`src/rtl/jtag_pkg.sv`:
```
// jtag_pkg: TAP state encoding, instruction codes and shared constants
package jtag_pkg;
  typedef enum logic [4:0] {
    TEST_LOGIC_RESET = 5'h00,
    RUN_TEST_IDLE    = 5'h01,
    SELECT_DR_SCAN   = 5'h02,
    SELECT_IR_SCAN   = 5'h03,
    CAPTURE_DR       = 5'h04,
    CAPTURE_IR       = 5'h05,
    SHIFT_DR         = 5'h06,
    SHIFT_IR         = 5'h07,
    EXIT1_DR         = 5'h08,
    EXIT1_IR         = 5'h09,
    PAUSE_DR         = 5'h10,
    PAUSE_IR         = 5'h11,
    EXIT2_DR         = 5'h12,
    EXIT2_IR         = 5'h13,
    UPDATE_DR        = 5'h14,
    UPDATE_IR        = 5'h15
  } tap_state_e;
  localparam logic [3:0] INSTR_ABORT  = 4'b1000;
  localparam logic [3:0] INSTR_IDCODE = 4'b1110;
  localparam logic [3:0] INSTR_BYPASS = 4'b1111;
  localparam logic [3:0] INSTR_USER   = 4'b0010;
  localparam logic [3:0] IR_CAPTURE   = 4'b0001;
  localparam int DR_WIDTH = 32;
endpackage

```
`src/rtl/jtag_shift_reg.sv`:
```
// jtag_shift_reg: capture/shift register with selectable active length, LSB-first serial out
module jtag_shift_reg #(
  parameter int W = 4,
  parameter int PW = W,
  parameter logic [W-1:0] RST_VAL = '0,
  localparam int MW = (W > 1) ? $clog2(W) : 1
) (
  input  logic          clk,
  input  logic          rst,
  input  logic          i_capture,
  input  logic          i_shift,
  input  logic [W-1:0]  i_cap_val,
  input  logic [MW-1:0] i_msb,
  input  logic          i_tdi,
  output logic          o_so,
  output logic [PW-1:0] o_q
);
  logic [W-1:0] r_q, w_sh;
  // tdi enters at the top of the active length; bits above it are don't-care
  always_comb begin
    w_sh = {i_tdi, r_q[W-1:1]};
    w_sh[i_msb] = i_tdi;
  end
  // capture has priority over shift; otherwise hold
  always_ff @(posedge clk) begin
    if (rst) r_q <= RST_VAL;
    else if (i_capture) r_q <= i_cap_val;
    else if (i_shift) r_q <= w_sh;
  end
  assign o_so = r_q[0];
  assign o_q = r_q[PW-1:0];
endmodule

```
`src/rtl/jtag_tap_registers.sv`:
```
// jtag_tap_registers: IR, IDCODE, BYPASS and USER data registers behind the TAP FSM
module jtag_tap_registers import jtag_pkg::*; #(
  parameter int IR_WIDTH = 4,
  parameter logic [31:0] IDCODE_VALUE = 32'h000FAF01,
  parameter int USER_WIDTH = 8,
  parameter logic [USER_WIDTH-1:0] USER_RESET = '0
) (
  input  logic                  tck,
  input  logic                  trst,
  input  logic [4:0]            tap_state,
  input  logic                  tdi,
  output logic                  tdo,
  output logic                  tdo_oe,
  output logic [IR_WIDTH-1:0]   ir_value,
  output logic                  abort_pulse,
  output logic [USER_WIDTH-1:0] user_data,
  output logic                  user_update
);
  localparam int IR_MW = $clog2(IR_WIDTH);
  localparam int DR_MW = $clog2(DR_WIDTH);
  logic [IR_WIDTH-1:0] w_ir_shift, r_ir_value;
  logic [USER_WIDTH-1:0] w_dr_low, r_user_data;
  logic [DR_WIDTH-1:0] w_dr_cap;
  logic [DR_MW-1:0] w_dr_msb;
  logic w_ir_so, w_dr_so, w_is_idcode, w_is_user, w_shift_ir, w_shift_dr;
  logic r_abort_pulse, r_user_update;
  // decode the active instruction into DR length and capture value; unknown codes act as BYPASS
  always_comb begin
    w_is_idcode = r_ir_value == IR_WIDTH'(INSTR_IDCODE);
    w_is_user = r_ir_value == IR_WIDTH'(INSTR_USER);
    w_dr_msb = w_is_idcode ? DR_MW'(DR_WIDTH-1) : w_is_user ? DR_MW'(USER_WIDTH-1) : '0;
    w_dr_cap = w_is_idcode ? IDCODE_VALUE : w_is_user ? DR_WIDTH'(r_user_data) : '0;
    w_shift_ir = tap_state == SHIFT_IR;
    w_shift_dr = tap_state == SHIFT_DR;
  end
  jtag_shift_reg #(.W(IR_WIDTH), .PW(IR_WIDTH), .RST_VAL(IR_WIDTH'(IR_CAPTURE))) u_ir (
    .clk(tck), .rst(trst), .i_capture(tap_state == CAPTURE_IR), .i_shift(w_shift_ir),
    .i_cap_val(IR_WIDTH'(IR_CAPTURE)), .i_msb(IR_MW'(IR_WIDTH-1)), .i_tdi(tdi),
    .o_so(w_ir_so), .o_q(w_ir_shift)
  );
  jtag_shift_reg #(.W(DR_WIDTH), .PW(USER_WIDTH), .RST_VAL('0)) u_dr (
    .clk(tck), .rst(trst), .i_capture(tap_state == CAPTURE_DR), .i_shift(w_shift_dr),
    .i_cap_val(w_dr_cap), .i_msb(w_dr_msb), .i_tdi(tdi),
    .o_so(w_dr_so), .o_q(w_dr_low)
  );
  // active instruction, USER data and the one-cycle strobes that follow their updates
  always_ff @(posedge tck) begin
    if (trst) begin
      r_ir_value <= IR_WIDTH'(INSTR_IDCODE);
      r_user_data <= USER_RESET;
      r_abort_pulse <= 1'b0;
      r_user_update <= 1'b0;
    end else begin
      r_abort_pulse <= tap_state == UPDATE_IR && w_ir_shift == IR_WIDTH'(INSTR_ABORT);
      r_user_update <= tap_state == UPDATE_DR && w_is_user;
      if (tap_state == TEST_LOGIC_RESET) r_ir_value <= IR_WIDTH'(INSTR_IDCODE);
      else if (tap_state == UPDATE_IR) r_ir_value <= w_ir_shift;
      if (tap_state == UPDATE_DR && w_is_user) r_user_data <= w_dr_low;
    end
  end
  assign tdo = !trst && (w_shift_ir ? w_ir_so : w_shift_dr && w_dr_so);
  assign tdo_oe = !trst && (w_shift_ir || w_shift_dr);
  assign ir_value = r_ir_value;
  assign user_data = r_user_data;
  assign abort_pulse = r_abort_pulse;
  assign user_update = r_user_update;
endmodule
```
`config.mk`:
```
export PLATFORM = sky130hd
export DESIGN_NAME = jtag_tap_registers
export DESIGN_NICKNAME = d
export VERILOG_FILES = /design/src/rtl/jtag_pkg.sv /design/src/rtl/jtag_shift_reg.sv /design/src/rtl/jtag_tap_registers.sv
export SDC_FILE = /design/constraint.sdc
export NUM_CORES = 1
export LEC_CHECK = 0
export CAP_MARGIN = 15
export CORE_MARGIN = 3
export CORE_UTILIZATION = 50
export CTS_CLUSTER_SIZE = 12
export DETAILED_ROUTE_END_ITERATION = 16
export PLACE_DENSITY = 0.72
export SYNTH_ARGS = -nofsm -noshare
export SYNTH_HDL_FRONTEND = slang
export SYNTH_HIERARCHICAL = 1
export SYNTH_SLANG_ARGS = --single-unit
```
`constraint.sdc`:
```
create_clock -name tck -period 2.2 [get_ports tck]
set_input_delay 0.44 -clock tck [delete_from_list [all_inputs] [get_ports tck]]
set_output_delay 0.44 -clock tck [all_outputs]
set_load 0.005 [all_outputs]
```
Fig. 1: run 1, sub-block map
Drawn at 4 px/um.
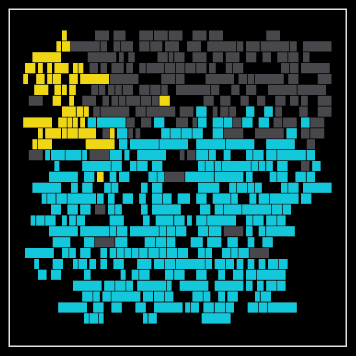
yellow -> u_ir  # cells 41, where north-west
cyan -> u_dr  # cells 250
not colored = 128

Fig. 2: run 1, wiring by layer
Drawn at 4 px/um. Only two layers are drawn.
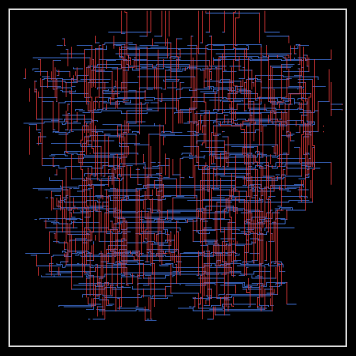
blue -> metal 1  # wire length 3570 um
red -> metal 2  # wire length 3540 um
WL per Instance: 15.4 um
GRT Util Overall: 21.6%
Routed Wire Length: 7.56 mm
Via Count: 2900

Fig. 3: run 1, signal wires on met3
Drawn at 4 px/um.
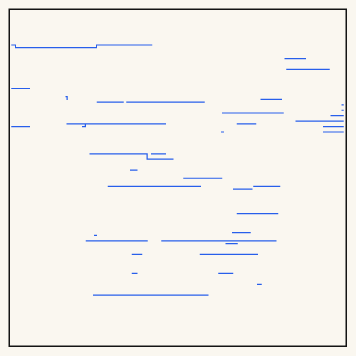
share of all routed wire = 4.6%
nets with wire on the layer = 28
longest straight run = 28.5 um
met3 Track Usage GR: 3.85%

==> Slide: Implementation Results, run 1 <==
Flow Results at a Glance

Outcome
  • Status: finished, final reports clean

Routing
  • Vias per cell: 5.91
  • Metal3 WL: ~350 um
  • DRT Pass-1 Iters: 4
  • DRC: 0
  • DR WL met2: 3.54 mm
  • Wire length on met1: 3.57 mm

STA
  • Fin. Hold Viols: 0
  • Max Slew Vio Count: 0
  • Setup_tns: 0 ns
  • Cycle use final: 94.6%
  • Clock skew: 0.0103 ns
  • PnR worst setup slack: 0.120 ns
  • Highest Clock Rate: 481 MHz

Finish
  • Top Layout Cells: 50 x dfxtp_1, 41 x a21oi_1, 39 x o31ai_1
  • Leading cell kind: combinational gates
  • Multi-In Gates: 300
  • Final net count: approximately 430
  • Logic area: 1900 um^2
  • Layout cells sized above 1: 14.6%
  • # clk buffers: 6
  • Ant diodes: 0
  • Data buffer area share: 14.7%
  • Finished Layout Cells: 491

Clock network
  • CTS sink cnt: 50
  • Num CTS Buffers: 5
  • Hold_buf cts: 0
  • Post-CTS Setup Inserts: 0
  • CTS tree: built
  • Clk_lat worst skew: 0.31 ns
  • Post-cts repair resize count: 2

Power
  • Clock share of power: 31.5%
  • P_seq: 949 uW
  • Gate power share: about 16%
  • Maximum vdd drop: 0.337 mV
  • P_comb: between 200 and 300 uW
  • Clk pwr: 571 uW
  • Biggest consumer: sequential cells
  • Int Pwr: approximately 1.3 mW
  • LEAKAGE: 1.26 nW
  • Part of the power in registers: 52.3%

Critical path
  • Critical path peak fanout: 31
  • CP top delay family: simple AND/OR/NAND/NOR gates
  • R2r startpoint: ir_value[3]
  • Critical path launch point: tap_state[0]
  • Worst setup SP type: input port
  • CP Class: in -> reg
  • CP Capture Type: register
  • Sequence of cells on the critical path: clkdlybuf4s50_1 > or3b_2 > nor3_2 > nand2b_1 > buf_12 > a21oi_1 > a211oi_1

Worst hold path
  • Hold_sp: u_dr/r_q[28]

Die
  • IO Pins: 24
  • Init Core Util: 53.4%
  • Row count: 27
  • Core footprint: 5680 um^2

Synth
  • Yosys top cell by instances: dfxtp_1
  • Main flop type: dfxtp_1
  • Synth area leader: dfxtp_1
  • Yosys stat cell total: 370
  • Ys async rst share: 0%
  • Flip-flops with a built-in enable: 0
  • Main area contributors: dfxtp_1 33%, o31ai_1 9.7%, nand2b_1 8.0%

GRT
  • Initial antenna violation count: 0
  • GRT met1 Usage: 29.9%
  • M2 GR Usage: around a third
  • Overflow after GRT: 0
  • Gr busiest metal: met2

Place
  • Setup WS pre-CTS: -0.192 ns

Run
  • Tool warnings: 26
-- run 1: kinds of logic after synthesis --
kind of cell	after synthesis	share of synthesized area, %
AOI/OAI and AO/OA	154	31.9
and+or+nand+nor	113	24.6
DFF	50	33.0
buffers and inverters	44	7.80
muxes	7	2.39
other	2	0.248
-- run 1: worst paths after layout --
check / to / slack (ns) / cells past startpoint
max: u_dr/r_q[15] / 0.12 / 7
min: u_dr/r_q[27] / 0.47 / 2
max reg2reg: u_dr/r_q[26] / 0.16 / 7
min reg2reg: u_dr/r_q[27] / 0.47 / 2
-- run 1: state kept, by name, summed over array words and instances (netlist names) --
signal and cells:
ir_value 4, abort_pulse 1, user_data 8, user_update 1, u_dr/r_q 32, u_ir/o_q 4
Fig. 4: run 1, sequential cells grouped by signal name
Drawn at 6 px/um.
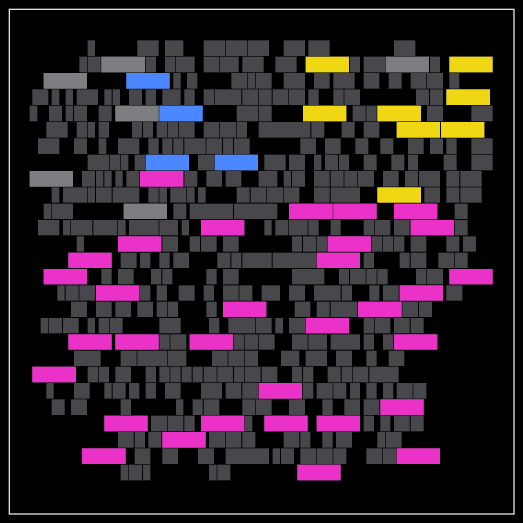

--- run 2 (diff from run 1) ---
--- a/config.mk
+++ b/config.mk
@@ -10,7 +10,7 @@
 export CORE_UTILIZATION = 50
 export CTS_CLUSTER_SIZE = 12
 export DETAILED_ROUTE_END_ITERATION = 16
-export PLACE_DENSITY = 0.72
+export PLACE_DENSITY = 0.82
 export SYNTH_ARGS = -nofsm -noshare
 export SYNTH_HDL_FRONTEND = slang
 export SYNTH_HIERARCHICAL = 1
Fig. 5: run 2, sequential cells grouped by signal name
Drawn at 6 px/um.
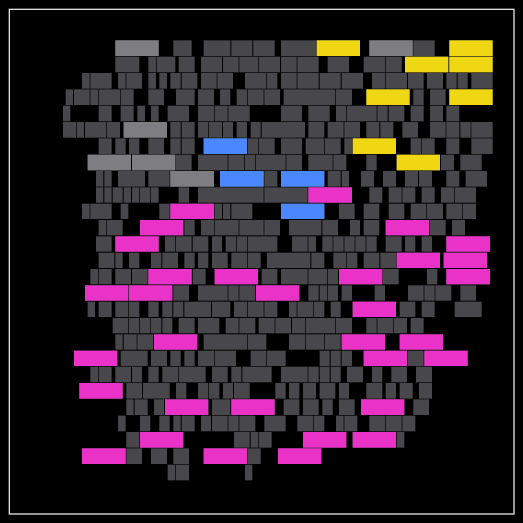
magenta -> u_dr/r_q  # flops 32
yellow -> user_data  # flops 8, where north-east
blue -> ir_value  # flops 4
not colored = 6
P_seq: 949 uW
flop share of the area: 27.0%
Layout Utilization: 65.2%
register area: 1000 um^2

Fig. 6: run 2, signal wires on met3
Drawn at 4 px/um.
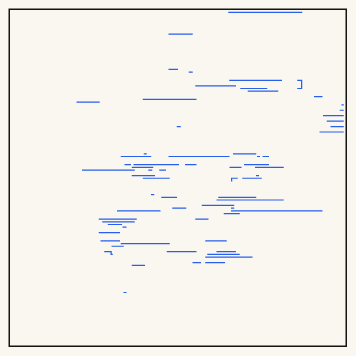
main direction = horizontal
nets with wire on the layer = 48

==> run 2 against run 1 <==
Combinational power rose by 2%. Worst hold slack improved by 0.014 ns. Final cell count fell by 0.20%.
==> Slide: Implementation Results, run 2 <==
Flow Results at a Glance

Outcome
  • Status: finished, final reports clean

STA
  • Highest Clock Rate: 473 MHz (-1.5%)
  • Slew HR: 62.6%
  • PnR worst setup slack: 0.0876 ns (-0.0320 ns)
  • Clock skew: 0.00795 ns (-0.00233 ns)
  • Minimum clock period: ~2.1 ns
  • Cycle use final: 96.0% (+1.5 points)
  • Setup_tns: 0 ns (unchanged)
  • Max Slew Vio Count: 0 (unchanged)
  • Worst Tran Pin Value: 0.558 ns
  • Fin. Hold Viols: 0 (unchanged)
  • Setup violators final: 0
  • RSZ-0062 raised after global routing: true
  • WHS: 0.482 ns

Finish
  • Most numerous logic cell after layout: dfxtp_1
  • Syn-to-layout area delta: 22.0%
  • Max reg flops: 32 (unchanged)
  • Logic area: 1940 um^2 (+2.2%)
  • Layout cells sized above 1: 15.6% (+0.99 points)
  • Fill count: 454
  • Fin area: 3700 um^2
  • Final net count: 426 (unchanged)
  • Top reg by flops: u_dr/r_q
  • Top Layout Cells: 50 x dfxtp_1, 41 x a21oi_1, 39 x o31ai_1
  • Finished Layout Cells: 490 (-0.20%)
  • Ant diodes: 0 (unchanged)

Place
  • Placed Instances: a little under 500
  • IO buf count: 23
  • Setup WS pre-CTS: -0.223 ns (-0.0309 ns)
  • Hpwl dp: 5.38 mm
  • DP Area: 3540 um^2
  • GPL Wtd Cong: 0.859

Die
  • Die area: 7040 um^2
  • Init Core Util: 53.4% (unchanged)
  • Row count: 27 (unchanged)
  • IO Pins: 24 (unchanged)
  • Height of the die: 83.9 um
  • Core footprint: 5680 um^2 (unchanged)
  • Die Span X: around 84 um

Run
  • Maxcap violations: 0
  • Tool warnings: 27 (+3.8%)

Worst hold path
  • Hold_sp: u_dr/r_q[20]
  • Hold endpoint: u_dr/r_q[19]
  • Hold Crit Depth: 2 (unchanged)
  • Min-Delay Path Class: reg -> reg

Synth
  • Synth Seq Share: 33.0%
  • Largest logic family: AND-OR/OR-AND gates
  • Adder Share, Synth: 0% (unchanged)
  • Xor and xnor fraction of the mapped netlist area: 0% (unchanged)
  • Syn_area_per_cell: 8.20 um^2
  • Synthesis area per yosys: 3030 um^2
  • Main area contributors: dfxtp_1 33%, o31ai_1 9.7%, nand2b_1 8.0%
  • Synth flops: approximately 50
  • Distinct lib cells used: 48
  • Synthesis Warnings: 6
  • Mux share: 2.39% (unchanged)
  • Ys async rst share: 0% (unchanged)
  • Post-Synthesis Cells: between 300 and 400
  • Yosys top cell by instances: dfxtp_1
  • Flip-flops with a built-in enable: 0 (unchanged)
  • Synth area leader: dfxtp_1
  • Main flop type: dfxtp_1
  • Synth Cell Area: 3030 um^2
  • Yosys aoi share: 31.9% (unchanged)
  • Yosys simple share: 24.6% (unchanged)
  • Yosys stat cell total: 370 (unchanged)
  • Commonest cells in the netlist: 50 x dfxtp_1, 41 x a21oi_1, 39 x nand2b_1, 39 x o31ai_1, 37 x o21ai_0
  • Top-area cell share: roughly 33%

Power
  • Switching part of the total: roughly 26%
  • NetSw: between 400 and 500 uW
  • Clock share of power: 34.7% (+3.2 points)
  • Maximum vdd drop: 0.246 mV (-27%)
  • PD cells: 516 nW/um^2
  • Int Pwr: 1.42 mW (+8.3%)
  • Gate power share: 15.6% (-0.6 points)
  • Overall Power: roughly 1.9 mW
  • Clk pwr: 664 uW (+16%)
  • LEAKAGE: 1.28 nW (+1.6%)
  • Biggest consumer: sequential cells
  • P_comb: 298 uW (+2%)
  • Part of the power in registers: 49.7% (-2.6 points)

Critical path
  • CP Capture Point: u_dr/r_q[26]
  • CP top delay family: simple AND/OR/NAND/NOR gates
  • RR Endpoint: u_dr/r_q[7]
  • CP Capture Type: register
  • Critical path launch point: tap_state[2]
  • Crit-path slowest cell: clkdlybuf4s50_1
  • Arrival @ worst endpoint: 2.33 ns
  • CP Class: in -> reg
  • CP Depth: 7 (unchanged)
  • Sequence of cells on the critical path: clkdlybuf4s50_1 > or3b_2 > nor3_4 > nand2b_4 > buf_12 > a21oi_1 > a211oi_1
  • R2r startpoint: ir_value[2]
  • Critical path peak fanout: 23 (-26%)
  • FF-to-FF path depth: 6 (-1)
  • Critical Path RT: between 2 and 2.5 ns
  • Worst setup SP type: input port
  • Slowest stage delay, CP: a little over 0.5 ns
  • Worst path bufs/invs: 2
  • Setup slack, reg-to-reg: 0.13 ns (-0.03 ns)

Routing
  • Via Count: 2944 (+1.5%)
  • Antenna viol nets, final: 0
  • DRT Pass-1 Iters: 6 (+2)
  • Routed Wire Length: 7.80 mm (+3.2%)
  • Vias per cell: 6.01 (+1.7%)
  • DRC: 0 (unchanged)
  • Drt first-iter violations: 237
  • WL per Instance: 15.9 um (+3.4%)
  • Wire length on met1: 3.55 mm (-0.62%)
  • Metal3 WL: 379 um (+9.9%)
  • Top Layer Used: met4
  • DR WL met2: 3.71 mm (+4.7%)

GRT
  • Overflow after GRT: 0 (unchanged)
  • GRT met1 Usage: 30.6% (+0.61 points)
  • Gr busiest metal: met2
  • GRT Util Overall: 21.9% (+0.26 points)
  • Global-route wire length before repair: 12.8 mm
  • Largest net degree at the start of global routing: between 40 and 50
  • M2 GR Usage: 34.6% (+0.36 points)
  • Initial antenna violation count: 0 (unchanged)
  • Vias in the first global route: 2610
  • Met3 Track Usage GR: 3.55% (-0.30 points)

Clock network
  • CTS sink cnt: 50 (unchanged)
  • Clk Tree Root Cell: clkbuf_8
  • Post-CTS Setup Inserts: 0 (unchanged)
  • Clk_lat worst skew: 0.30 ns (about the same)
  • Max H-tree Level: 2
  • Hold_buf cts: 0 (unchanged)
  • Num CTS Buffers: 5 (unchanged)
  • CTS tree: built
  • Clock Tree Buf Depth: 2
  • Reg clk slew, reported paths: 0.09 ns
[run 2: cell counts after synthesis]
Identical to the previous run, type by type.
[run 2: area by class of cell]
type	instances	area share, %
multi-input combinational	300	52.5
sequential	50	27.0
timing repair buffer	58	14.7
tap	72	2.43
clock buffer	6	2.23
clock inverter	1	0.811
inverter	3	0.304
[run 2: logic make-up after synthesis]
family          Yosys count
flops                    50
mux                       7
other cells               2
buf+inv                  44
simple gates            113
compound gates          154
[run 2: what timing repair did]
| item | CTS | global route |
|---|---|---|
| pin swaps | 1 | 1 |
| hold endpoints to repair | 0 | 0 |
| gates resized | 5 | 10 |
| endpoints found under the setup margin | 3 | 30 |
Fig. 7: run 2, sub-block map
Drawn at 4 px/um.
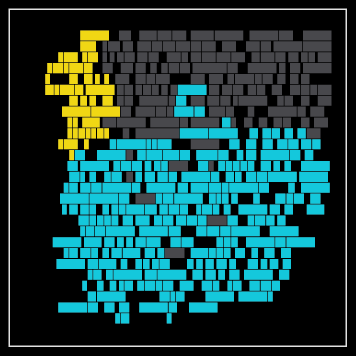

--- run 3 (diff from run 2) ---
--- a/config.mk
+++ b/config.mk
@@ -7,11 +7,10 @@
 export LEC_CHECK = 0
 export CAP_MARGIN = 15
 export CORE_MARGIN = 3
-export CORE_UTILIZATION = 50
+export CORE_UTILIZATION = 49
 export CTS_CLUSTER_SIZE = 12
 export DETAILED_ROUTE_END_ITERATION = 16
-export PLACE_DENSITY = 0.82
+export PLACE_DENSITY = 0.83
 export SYNTH_ARGS = -nofsm -noshare
 export SYNTH_HDL_FRONTEND = slang
-export SYNTH_HIERARCHICAL = 1
 export SYNTH_SLANG_ARGS = --single-unit
Fig. 8: run 3, flops by top-level scope
Drawn at 6 px/um.
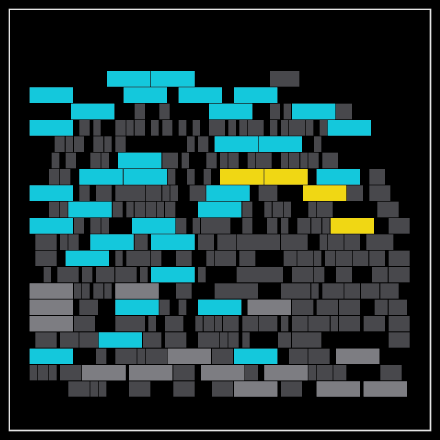
cyan -> u_dr  # flops 32
yellow -> u_ir  # flops 4
not colored = 14
Layout Utilization: 64.5%
Finished Layout Cells: 305

==> run 3 against run 2 <==
Wire length is 47% lower. Via count shrank 42%. Critical path depth decreased by 2. Fmax increased by 2.7%. Area after synthesis down 34%. Synthesized cell count is 38% lower. Sequential share of layout area is 14 points higher. Die area fell by 30%. Largest cell class is now sequential cells.
==> Slide: Implementation Results, run 3 <==
Flow Results at a Glance

Outcome
  • Status: finished, final reports clean

Power
  • Maximum vdd drop: 0.531 mV (+120%)
  • LEAKAGE: 0.837 nW (-34%)
  • Switching part of the total: 23.9% (-1.8 points)
  • Part of the power in registers: 59.3% (+9.6 points)
  • Int Pwr: 1.19 mW (-16%)
  • Gate power share: 7.1% (-8.5 points)
  • P_seq: 928 uW (-2.2%)
  • Clk pwr: 526 uW (-21%)
  • Clock share of power: 33.6% (-1.1 points)
  • P_comb: 111 uW (-63%)
  • PD cells: 639 nW/um^2 (+24%)
  • Biggest consumer: sequential cells
  • Overall Power: 1.57 mW (-18%)

Clock network
  • Clk Tree Root Cell: clkbuf_8
  • CTS tree: built
  • Clk_lat worst skew: 0.31 ns (about the same)
  • Hold_buf cts: 0 (unchanged)
  • Reg clk slew, reported paths: 0.09 ns (about the same)
  • Post-cts repair resize count: 3 (-2)
  • CTS sink cnt: 50 (unchanged)
  • Max H-tree Level: 2 (unchanged)
  • Clock Tree Buf Depth: 2 (unchanged)

Place
  • Setup WS pre-CTS: -0.228 ns (-0.00512 ns)
  • GPL Wtd Cong: 0.776 (-9.7%)
  • Hpwl dp: 2.75 mm (-49%)
  • DP Area: 2350 um^2 (-34%)
  • Placed Instances: 296 (-39%)

STA
  • Clock skew: 0.00630 ns (-0.00165 ns)
  • Setup_tns: 0 ns (unchanged)
  • Slew HR: 67.3% (+4.7 points)
  • Fin. Hold Viols: 0 (unchanged)
  • Max Slew Vio Count: 0 (unchanged)
  • Cycle use final: 93.5% (-2.5 points)
  • Minimum clock period: 2.06 ns (-0.0550 ns)
  • RSZ-0062 raised after global routing: false
  • Worst Tran Pin Value: 0.489 ns (-0.0695 ns)

Die
  • Init Core Util: 52.8% (-0.67 points)
  • Die area: 4890 um^2 (-30%)
  • IO Pins: 24 (unchanged)
  • Core footprint: 3800 um^2 (-33%)
  • Row count: 22 (-19%)
  • N_taps: 48 (-33%)

Critical path
  • FF-to-FF path depth: 4 (-2)
  • CP Capture Type: primary output
  • R2r startpoint: ir_value[2]
  • Critical path launch point: tap_state[2]
  • Critical path peak fanout: 2 (-91%)
  • Arrival @ worst endpoint: 1.62 ns (-0.71 ns)
  • CP Class: in -> out
  • Critical Path RT: 1.76 ns (-0.66 ns)
  • RR Endpoint: u_dr.r_q[0]

GRT
  • Overflow after GRT: 0 (unchanged)
  • Gr busiest metal: met2
  • GRT Util Overall: 17.8% (-4.1 points)
  • Vias in the first global route: 1486 (-43%)
  • Global-route wire length before repair: 7.08 mm (-45%)
  • M2 GR Usage: 27.0% (-7.6 points)
  • Largest net degree at the start of global routing: 48 (unchanged)
  • Met3 Track Usage GR: 5.47% (+1.9 points)
  • Initial antenna violation count: 0 (unchanged)

Finish
  • Logic share of the area: 37.8% (-15 points)
  • Syn-to-layout area delta: 22.2%
  • Most numerous logic cell after layout: dfxtp_1
  • Seq cells: 50 (unchanged)
  • Data buffer area share: 15.2% (+0.51 points)
  • Logic area: 926 um^2 (-52%)
  • Max reg flops: 32 (unchanged)
  • Flop share of the area: 40.9% (+14 points)
  • Signal buffers: 39 (-33%)
  • Logic inverters: 1 (-2)
  • Leading cell kind: sequential cells
  • Fin area: 2450 um^2 (-34%)
  • Layout cells sized above 1: 11.7% (-3.9 points)
  • Final net count: 264 (-38%)
  • Multi-In Gates: 159 (-47%)

Worst hold path
  • Hold endpoint: u_dr.r_q[24]

Synth
  • Yosys stat cell total: 228 (-38%)
  • Synth Cell Area: 2000 um^2 (-34%)
  • Synth area leader: dfxtp_1
  • Synth Seq Share: 49.9% (+17 points)
  • Post-Synthesis Cells: 228 (-38%)
  • Distinct lib cells used: 31 (-35%)
  • Commonest cells in the netlist: 50 x dfxtp_1, 33 x nand2_1, 29 x nor2_1
  • Flip-flops with a built-in enable: 0 (unchanged)
  • Yosys top cell by instances: dfxtp_1
  • Main flop type: dfxtp_1

Run
  • Tool warnings: 26 (-3.7%)

Routing
  • Vias per cell: 5.59 (-6.9%)
  • DR WL met2: 1.91 mm (-49%)
  • Metal3 WL: 184 um (-51%)
  • Wire length on met1: 2.01 mm (-43%)
  • Antenna viol nets, final: 0 (unchanged)
  • Routed Wire Length: 4.16 mm (-47%)
  • Top Layer Used: met4
  • WL per Instance: 13.7 um (-14%)
  • DRT Pass-1 Iters: 5 (-1)
Fig. 9: run 3, wiring by layer
Drawn at 6 px/um. Only two layers are drawn.
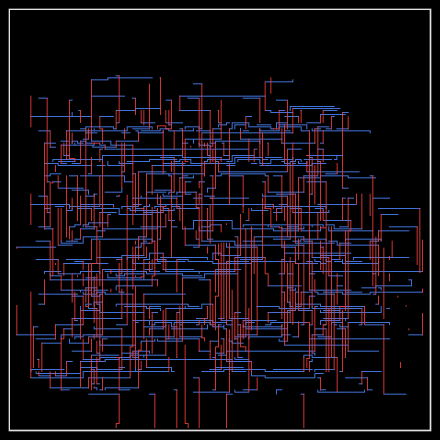
blue -> metal 1  # wire length 2010 um
red -> metal 2  # wire length 1910 um

## run 3: netlist changes by cell type after synthesis, sizes merged, moves of 9 or more
cell	before	now
clkbuf	19	9
nand3	9	18
o31ai	40	0
mux2i	5	14
nor2	9	29
nand2b	39	1
buf	22	9
o21ai	38	1
a21oi	41	18
nand2	6	33
a211oi	31	10
## run 3: worst max-delay path: stages
cell and delay, ns:
clkdlybuf4s50_1 0.47, nor3b_2 0.19, and3b_1 0.18, nor2b_1 0.11
dlygate4sd2_1 0.23
## run 3: logic make-up (layout without fill, tap and decap cells)
family	after synthesis	in the layout	share of synthesized area (%)
DFF	50	50	49.9
buffers and inverters	19	48	4.24
muxes	14	14	6.99
and+or+nand+nor	102	102	24.5
xor gates and xnor gates	1	1	0.437
AOI/OAI and AO/OA	42	42	13.9
Power figures rest on the tool's default switching activity, not on a simulated workload.
